<file path="src/rtl/autoconfig_master.sv">
// Zorro II AutoConfig master: walks the configuration chain, reads each board's
// ID nibbles, and places it in the memory or I/O pool or shuts it up.
module autoconfig_master #(
    parameter int unsigned MAX_BOARDS = 8,
    parameter logic [7:0]  MEM_START  = 8'h20,
    parameter logic [7:0]  MEM_END    = 8'hA0,
    parameter logic [7:0]  IO_START   = 8'hE9,
    parameter logic [7:0]  IO_END     = 8'hF0
) (
    input  logic        CLK,
    input  logic        RESET,
    input  logic        START,
    output logic        BUSY,
    output logic        DONE,
    output logic        BUS_REQ,
    output logic        BUS_RW,
    output logic [23:0] BUS_ADDR,
    output logic [7:0]  BUS_WDATA,
    input  logic        BUS_ACK,
    input  logic        BUS_ERR,
    input  logic [3:0]  BUS_RDATA,
    output logic        CFG_VALID,
    output logic [7:0]  CFG_BASE,
    output logic [7:0]  CFG_SIZE,
    output logic [15:0] CFG_MFG,
    output logic [7:0]  CFG_PROD,
    output logic        CFG_MEM,
    output logic [3:0]  BOARD_COUNT
);

    typedef enum logic [3:0] {
        IDLE, READ, DECODE, ALLOC, WR_LO, WR_HI, SHUTUP, NEXT, FINISH
    } state_t;

    state_t      state, state_nxt;
    logic [2:0]  nib_idx;
    logic [31:0] id_shift;      // {type, product, manufacturer} after assembly
    logic [7:0]  size;
    logic        is_mem;
    logic        shut;
    logic [7:0]  base;
    logic [8:0]  mem_ptr, io_ptr;

    logic        bus_done;
    logic        last_board;
    logic [7:0]  typ;
    logic [3:0]  nib_adj;
    logic [7:0]  rd_off;
    logic [7:0]  size_dec;
    logic [8:0]  pool_ptr, pool_start, pool_end, mask, aligned, base_c, top_c;
    logic        fits;

    assign typ        = id_shift[31:24];
    assign bus_done   = BUS_REQ & BUS_ACK;
    assign nib_adj    = (nib_idx < 3'd2) ? BUS_RDATA : ~BUS_RDATA;
    assign rd_off     = {3'b000, nib_idx[2], 1'b0, nib_idx[1:0], 1'b0};
    assign size_dec   = (typ[2:0] == 3'd0) ? 8'd128 : (8'd1 << (typ[2:0] - 3'd1));
    assign last_board = (32'(BOARD_COUNT) + 32'd1 == MAX_BOARDS);

    // Alignment is measured from the pool start, so a board as large as the
    // whole pool still fits at its bottom.
    always_comb begin
        pool_ptr   = is_mem ? mem_ptr : io_ptr;
        pool_start = {1'b0, is_mem ? MEM_START : IO_START};
        pool_end   = {1'b0, is_mem ? MEM_END : IO_END};
        mask       = {1'b0, size} - 9'd1;
        aligned    = ((pool_ptr - pool_start) + mask) & ~mask;
        base_c     = pool_start + aligned;
        top_c      = base_c + {1'b0, size};
        fits       = (top_c <= pool_end);
    end

    always_ff @(posedge CLK or negedge RESET) begin
        if (!RESET) state <= IDLE;
        else        state <= state_nxt;
    end

    // NOTE: state_nxt gets its default before the case so no path infers a latch.
    always_comb begin
        state_nxt = state;
        case (state)
            IDLE:    if (START) state_nxt = READ;
            READ:    if (bus_done) begin
                         if (BUS_ERR)              state_nxt = FINISH;
                         else if (nib_idx == 3'd7) state_nxt = DECODE;
                     end
            DECODE:  state_nxt = (typ[7:6] != 2'b11 || typ == 8'hFF) ? FINISH : ALLOC;
            ALLOC:   state_nxt = fits ? WR_LO : SHUTUP;
            WR_LO:   if (bus_done) state_nxt = BUS_ERR ? FINISH : WR_HI;
            WR_HI:   if (bus_done) state_nxt = BUS_ERR ? FINISH : NEXT;
            SHUTUP:  if (bus_done) state_nxt = BUS_ERR ? FINISH : NEXT;
            NEXT:    state_nxt = last_board ? FINISH : READ;
            FINISH:  state_nxt = IDLE;
            default: state_nxt = IDLE;
        endcase
    end

    // NOTE: registered state uses non-blocking assignments so every register
    // samples the pre-edge values of the others.
    always_ff @(posedge CLK or negedge RESET) begin
        if (!RESET) begin
            BUSY        <= 1'b0;
            DONE        <= 1'b0;
            BUS_REQ     <= 1'b0;
            BUS_RW      <= 1'b1;
            BUS_ADDR    <= '0;
            BUS_WDATA   <= '0;
            CFG_VALID   <= 1'b0;
            CFG_BASE    <= '0;
            CFG_SIZE    <= '0;
            CFG_MFG     <= '0;
            CFG_PROD    <= '0;
            CFG_MEM     <= 1'b0;
            BOARD_COUNT <= '0;
            nib_idx     <= '0;
            id_shift    <= '0;
            size        <= '0;
            is_mem      <= 1'b0;
            shut        <= 1'b0;
            base        <= '0;
            mem_ptr     <= '0;
            io_ptr      <= '0;
        end else begin
            DONE      <= 1'b0;
            CFG_VALID <= 1'b0;
            // A new request is only raised while BUS_REQ is low, which
            // guarantees the idle cycle between bus cycles.
            if (bus_done) BUS_REQ <= 1'b0;
            case (state)
                IDLE: if (START) begin
                    BUSY        <= 1'b1;
                    BOARD_COUNT <= '0;
                    mem_ptr     <= {1'b0, MEM_START};
                    io_ptr      <= {1'b0, IO_START};
                    nib_idx     <= '0;
                end
                READ: begin
                    if (!BUS_REQ) begin
                        BUS_REQ  <= 1'b1;
                        BUS_RW   <= 1'b1;
                        BUS_ADDR <= {16'hE800, rd_off};
                    end else if (BUS_ACK && !BUS_ERR) begin
                        id_shift <= {id_shift[27:0], nib_adj};
                        nib_idx  <= nib_idx + 3'd1;
                    end
                end
                DECODE: begin
                    size   <= size_dec;
                    is_mem <= typ[5];
                end
                ALLOC: begin
                    base <= base_c[7:0];
                    shut <= !fits;
                    if (fits) begin
                        if (is_mem) mem_ptr <= top_c;
                        else        io_ptr  <= top_c;
                    end
                end
                WR_LO: if (!BUS_REQ) begin
                    BUS_REQ   <= 1'b1;
                    BUS_RW    <= 1'b0;
                    BUS_ADDR  <= 24'hE8004A;
                    BUS_WDATA <= {base[3:0], 4'h0};
                end
                WR_HI: if (!BUS_REQ) begin
                    BUS_REQ   <= 1'b1;
                    BUS_RW    <= 1'b0;
                    BUS_ADDR  <= 24'hE80048;
                    BUS_WDATA <= base;
                end
                SHUTUP: if (!BUS_REQ) begin
                    BUS_REQ   <= 1'b1;
                    BUS_RW    <= 1'b0;
                    BUS_ADDR  <= 24'hE8004C;
                    BUS_WDATA <= 8'h00;
                end
                NEXT: begin
                    CFG_VALID   <= 1'b1;
                    CFG_BASE    <= shut ? 8'h00 : base;
                    CFG_SIZE    <= size;
                    CFG_MFG     <= id_shift[15:0];
                    CFG_PROD    <= id_shift[23:16];
                    CFG_MEM     <= is_mem;
                    BOARD_COUNT <= BOARD_COUNT + 4'd1;
                end
                FINISH: begin
                    DONE <= 1'b1;
                    BUSY <= 1'b0;
                end
                default: ;
            endcase
        end
    end

endmodule

</file>
<file path="config.mk">
export PLATFORM = sky130hd
export DESIGN_NAME = autoconfig_master
export DESIGN_NICKNAME = d
export VERILOG_FILES = /design/src/rtl/autoconfig_master.sv
export SDC_FILE = /design/constraint.sdc
export NUM_CORES = 1
export LEC_CHECK = 0
export CAP_MARGIN = 20
export CORE_UTILIZATION = 48
export DETAILED_ROUTE_END_ITERATION = 8
export PLACE_DENSITY_LB_ADDON = 0.3
export SLEW_MARGIN = 15
export SYNTH_ARGS = -nofsm -noshare
export SYNTH_HDL_FRONTEND = slang
export SYNTH_SLANG_ARGS = --single-unit
</file>
<file path="constraint.sdc">
create_clock -name CLK -period 13.6 [get_ports CLK]
set_input_delay 2.72 -clock CLK [delete_from_list [all_inputs] [get_ports CLK]]
set_output_delay 2.72 -clock CLK [all_outputs]
set_load 0.01 [all_outputs]
</file>
### Track usage over the die

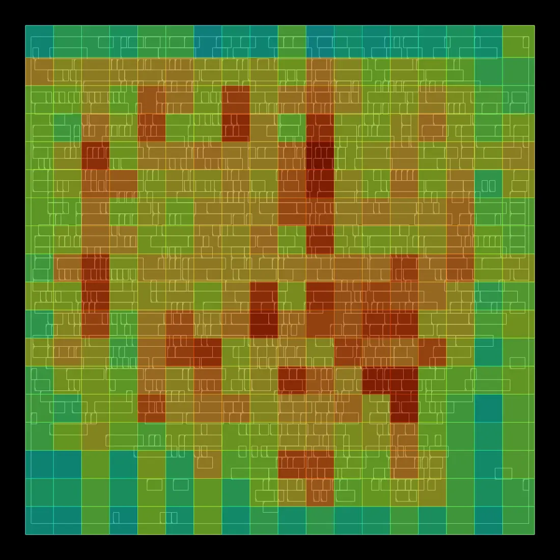
GR peak layer: met2
total track usage: 23.3%
WL/cell: 15.9 microns

### A small window of the routed layout

Region (48, 23) to (78, 53) microns. Cells in grey, sequential cells in the stronger grey; small squares are vias.
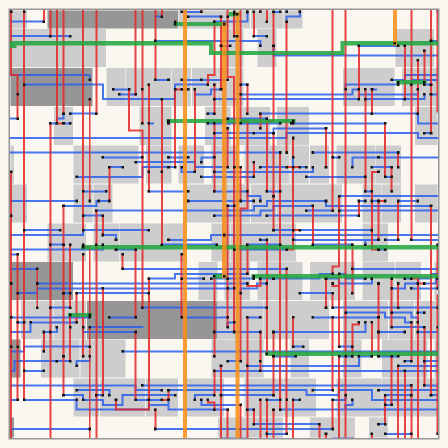
M4 -> orange
M3 -> green
M2 -> red
M1 -> blue
cells with their middle in the window = 70
most frequent = ha_1 (8), xor2_1 (7)
netlist names of flops here include = id_shift (1), is_mem (1)
sequential cells in the window = 2

### Wire density map

Scale: 3 px per micron. The die is cut into 25 by 25 equal tiles; white is low, dark blue is high, scaled to the fullest tile. Values are wire area over tile area, all layers added.
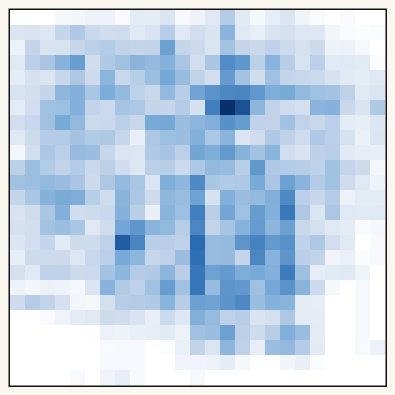
densest ninth of the die = centre
emptiest ninth of the die = south-west
fullest tile = 0.66

### Signal wires on met4

Scale: 4 px per micron. Supply wires on this layer in grey.
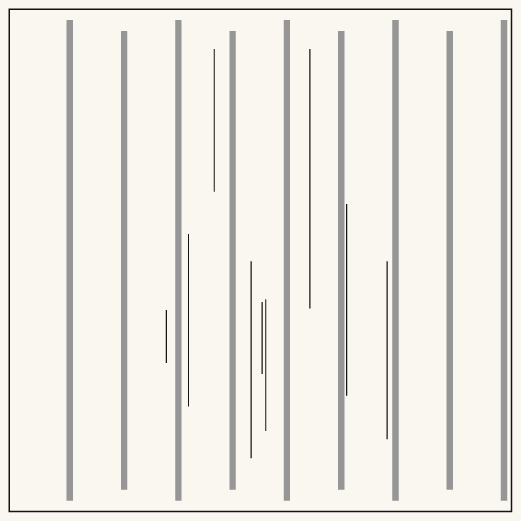
share of all routed wire = 2.1%
wire length on this layer = 347 microns
longest straight run = 64.6 microns

==> results_dict.tcl <==
# yosys + openroad results
set metrics [dict create \
    clk_latency_ns 0.42 \
    ir_worst_vdd_mv 0.165 \
    die_x_microns 125 \
    ys.flop_type "dfrtp_1" \
    drt_wl_total_mm 16.8 \
    path_class "reg -> reg" \
    routed_via_density 5.36 \
    clk_pin_slew_worst_paths_ns 0.06 \
    timing_hold_violations_final 0 \
    place_ws_ns 6.71 \
    port_buffers 75 \
    synth-edff-count 0 \
    core.rowCount 44 \
    hp-class "reg -> reg" \
    boundaryPins 91 \
    endpoint "mem_ptr[5]" \
    syn_area_sq_um 7280 \
    seq_area_sq_um 3450 \
    timing.final.ws_setup_ns 6.64 \
    syn_area_per_cell_sq_um 9.08 \
    ys_ff 138 \
    yosysCellCount 802 \
    required_ns 13.90 \
    drv_cap 0 \
    drv_slew 0 \
    top_cell_area_share_pct 47.1 \
    rr_endpoint "mem_ptr[5]" \
    p_per_area_nw_per_um2 275 \
    fin_skew_ns 0.00654 \
    die-area_sq_um 15700 \
    period_minus_slack_ns 6.96 \
    grt-ovfl-total 0 \
    crit_path_start "is_mem" \
    cp_max_fo 19 \
    slowest_delay_ns 0.89 \
    dpl_cell_area_sq_um 8090 \
    status "complete, no violations" \
    drc 0 \
    ctsHtreeMaxLevel 4 \
    largestRegisters "id_shift x32, CFG_MFG x16" \
    finalClockPeriodUsage_pct 51.2 \
    grt_pass1_vias 5637 \
    regMostFlops "id_shift" \
    startpoint_type "flop" \
    post_cts_buffers 0 \
    hpwl_mm 11.6 \
    place_congestion 0.879 \
    dp_cells 1028 \
    worst-r2r-setup-slack_ns 6.64 \
    numCtsBuffers 17 \
    n_antenna_cell 0 \
    fin_cells 1058 \
    cts_root_buf "clkbuf_16" \
    grt_pass1_wl_mm 28.5 \
    finalSetupViolCount 0 \
    slowest_stage "dfrtp_1" \
    tightest_slew_ns 0.918 \
    openroad.warnings 27 \
    synth_seq_share_pct 47.4 \
    clockBufferDepth 2 \
    ctsResizeCount 0 \
    yosysTopAreaCell "dfrtp_1" \
    grt_setup_unrepaired "no" \
    dr.pass1.iters 7 \
    nNetsFinal 908 \
    core_sq_um 14600 \
    logic_area_sq_um 3480 \
    initCoreUtil_pct 49.7 \
    area_growth_pct 19.0 \
    reg2reg_from "is_mem" \
    yosysWarnings 0 \
    cts_tree "done" \
    path_cells "inv_1, ha_1, inv_1, ha_1, inv_1, fa_1, nand2b_1, a21oi_1, o21a_1, o21ai_0, and3_1, ha_1, o21a_1, nor2_1, xnor2_1, ha_1, a21oi_1, nand2_1, o21ai_0, nor2b_1, a221oi_2, and3_4, nor4_4, mux2_4" \
    die_h_microns 125 \
    ant_nets 0 \
    cp_common_cell "ha_1" \
    worstSetupEndpointType "flop" \
    slew_headroom_pct 38.5 \
    most_common_cell "nand2_1" \
    antenna_found_initial 0 \
    critical_path_arrival_ns 7.26 \
    yosys-stat-area_sq_um 7280 \
    total_power_mw 2.38 \
    power.leakage_nw 4.16 \
    synthCells 802 \
    fmax_ghz 0.144 \
    synth.distinct_cells 70 \
    tns_ns 0 \
    largest_register_ff_count 32 \
    cts_hold_buf 0 \
    grt_max_degree 79 \
    top_cells_by_count "nand2_1 (252), dfrtp_1 (137), nor2_1 (42)" \
    vias 5674 \
    fill_cells 1263 \
    cts.sink_count 138 \
    reg2reg_depth 24 \
    final_area_sq_um 8660 \
    ys_top_cells_by_area "dfrtp_1 (47%), nand2_1 (13%), ha_1 (5.3%), o21ai_0 (2.2%), nor2_1 (2.2%)" \
    drtIter0Drc 400 \
    drive_above_1_share_pct 6.86 \
    ys_async_sr_fraction_pct 100 \
]
metal layers:
| metal | GRT usage (%) | up-vias | part of all wire, % |
|---|---|---|---|
| met2 | 36.6 | 150 | 47 |
| met4 | 8.39 | 0 | 2.1 |
| met5 | 0 | - | 0 |
| li1 | - | 2762 | - |
| met1 | 31.5 | 2741 | 46 |
| met3 | 5.61 | 21 | 4.8 |
cell type report:
cell class / count / area share [%]
clock buffers: 25 / 5.84
clock inverters: 5 / 0.708
inverters: 38 / 1.65
multi-input cells: 588 / 40.1
flip-flops and latches: 138 / 39.9
well taps: 184 / 2.66
repair buffers: 80 / 9.12
worst max-delay path: cells and delay by family, from the launching register on:
family / cells / cell delay (ns)
simple gates: 7 / 1.70
fa+ha+maj: 5 / 1.63
compound gates: 7 / 1.44
flops: 1 / 0.89
buf+inv: 3 / 0.56
mux: 1 / 0.35
xor+xnor: 1 / 0.26
per-stage QoR:
step | util, % | hold slack, ns
finish | 59.1 | 0.465
global route | 59.1 | 0.493
CTS | 59.1 | 0.470
detailed placement | 55.3 | 0.458
global placement | 55.3 | 0.450
floorplan | - | 0.446
cell usage in the layout (no fill, tap or decap), types with 8 or more instances in the layout:
| cell | n |
|---|---|
| ha_1 | 31 |
| dfrtp_1 | 137 |
| o21ai_0 | 32 |
| nand3b_1 | 10 |
| nand2_1 | 252 |
| mux2i_1 | 14 |
| clkdlybuf4s50_1 | 74 |
| conb_1 | 15 |
| nand2b_1 | 8 |
| nor2_1 | 42 |
| inv_1 | 37 |
| nand3_1 | 14 |
| a21oi_1 | 16 |
| o21ai_1 | 10 |
| nor3_1 | 9 |
| clkbuf_16 | 17 |
| xor2_1 | 16 |
| nor2b_1 | 8 |
| xnor2_1 | 12 |
where the power goes:
| part | internal [mW] | switching (mW) | total [mW] |
|---|---|---|---|
| Clock | 0.274 | 0.168 | 0.442 |
| Sequential | 0.503 | 0.0930 | 0.596 |
| Combinational | 0.566 | 0.780 | 1.35 |
| Total | 1.34 | 1.04 | 2.38 |
worst min-delay path by stage:
stage	end	startpoint	slack (ns)	depth (start not counted)
global placement	CFG_BASE[2]	CFG_BASE[2]	0.45	2
CTS	CFG_BASE[2]	CFG_BASE[2]	0.47	2
finish	CFG_BASE[7]	CFG_BASE[7]	0.47	2
detailed placement	CFG_BASE[2]	CFG_BASE[2]	0.46	2
floorplan	id_shift[31]	id_shift[31]	0.45	2
global route	CFG_BASE[6]	CFG_BASE[6]	0.49	2
cells by family (layout without fill, tap and decap cells):
kind of cell             count (synthesis)  count (layout)  share of synthesized area [%]
AND/OR/NAND/NOR                        370             370                           22.3
flip-flops                             138             138                           47.4
AND-OR/OR-AND                          118             118                           11.3
buffers and inverters                   90             148                           5.72
adder cells (fa/ha/maj)                 36              36                           6.70
XOR/XNOR                                28              28                           3.37
multiplexers                            21              21                           3.09
other                                    1              15                         0.0515
Power figures rest on the tool's default switching activity, not on a simulated workload.
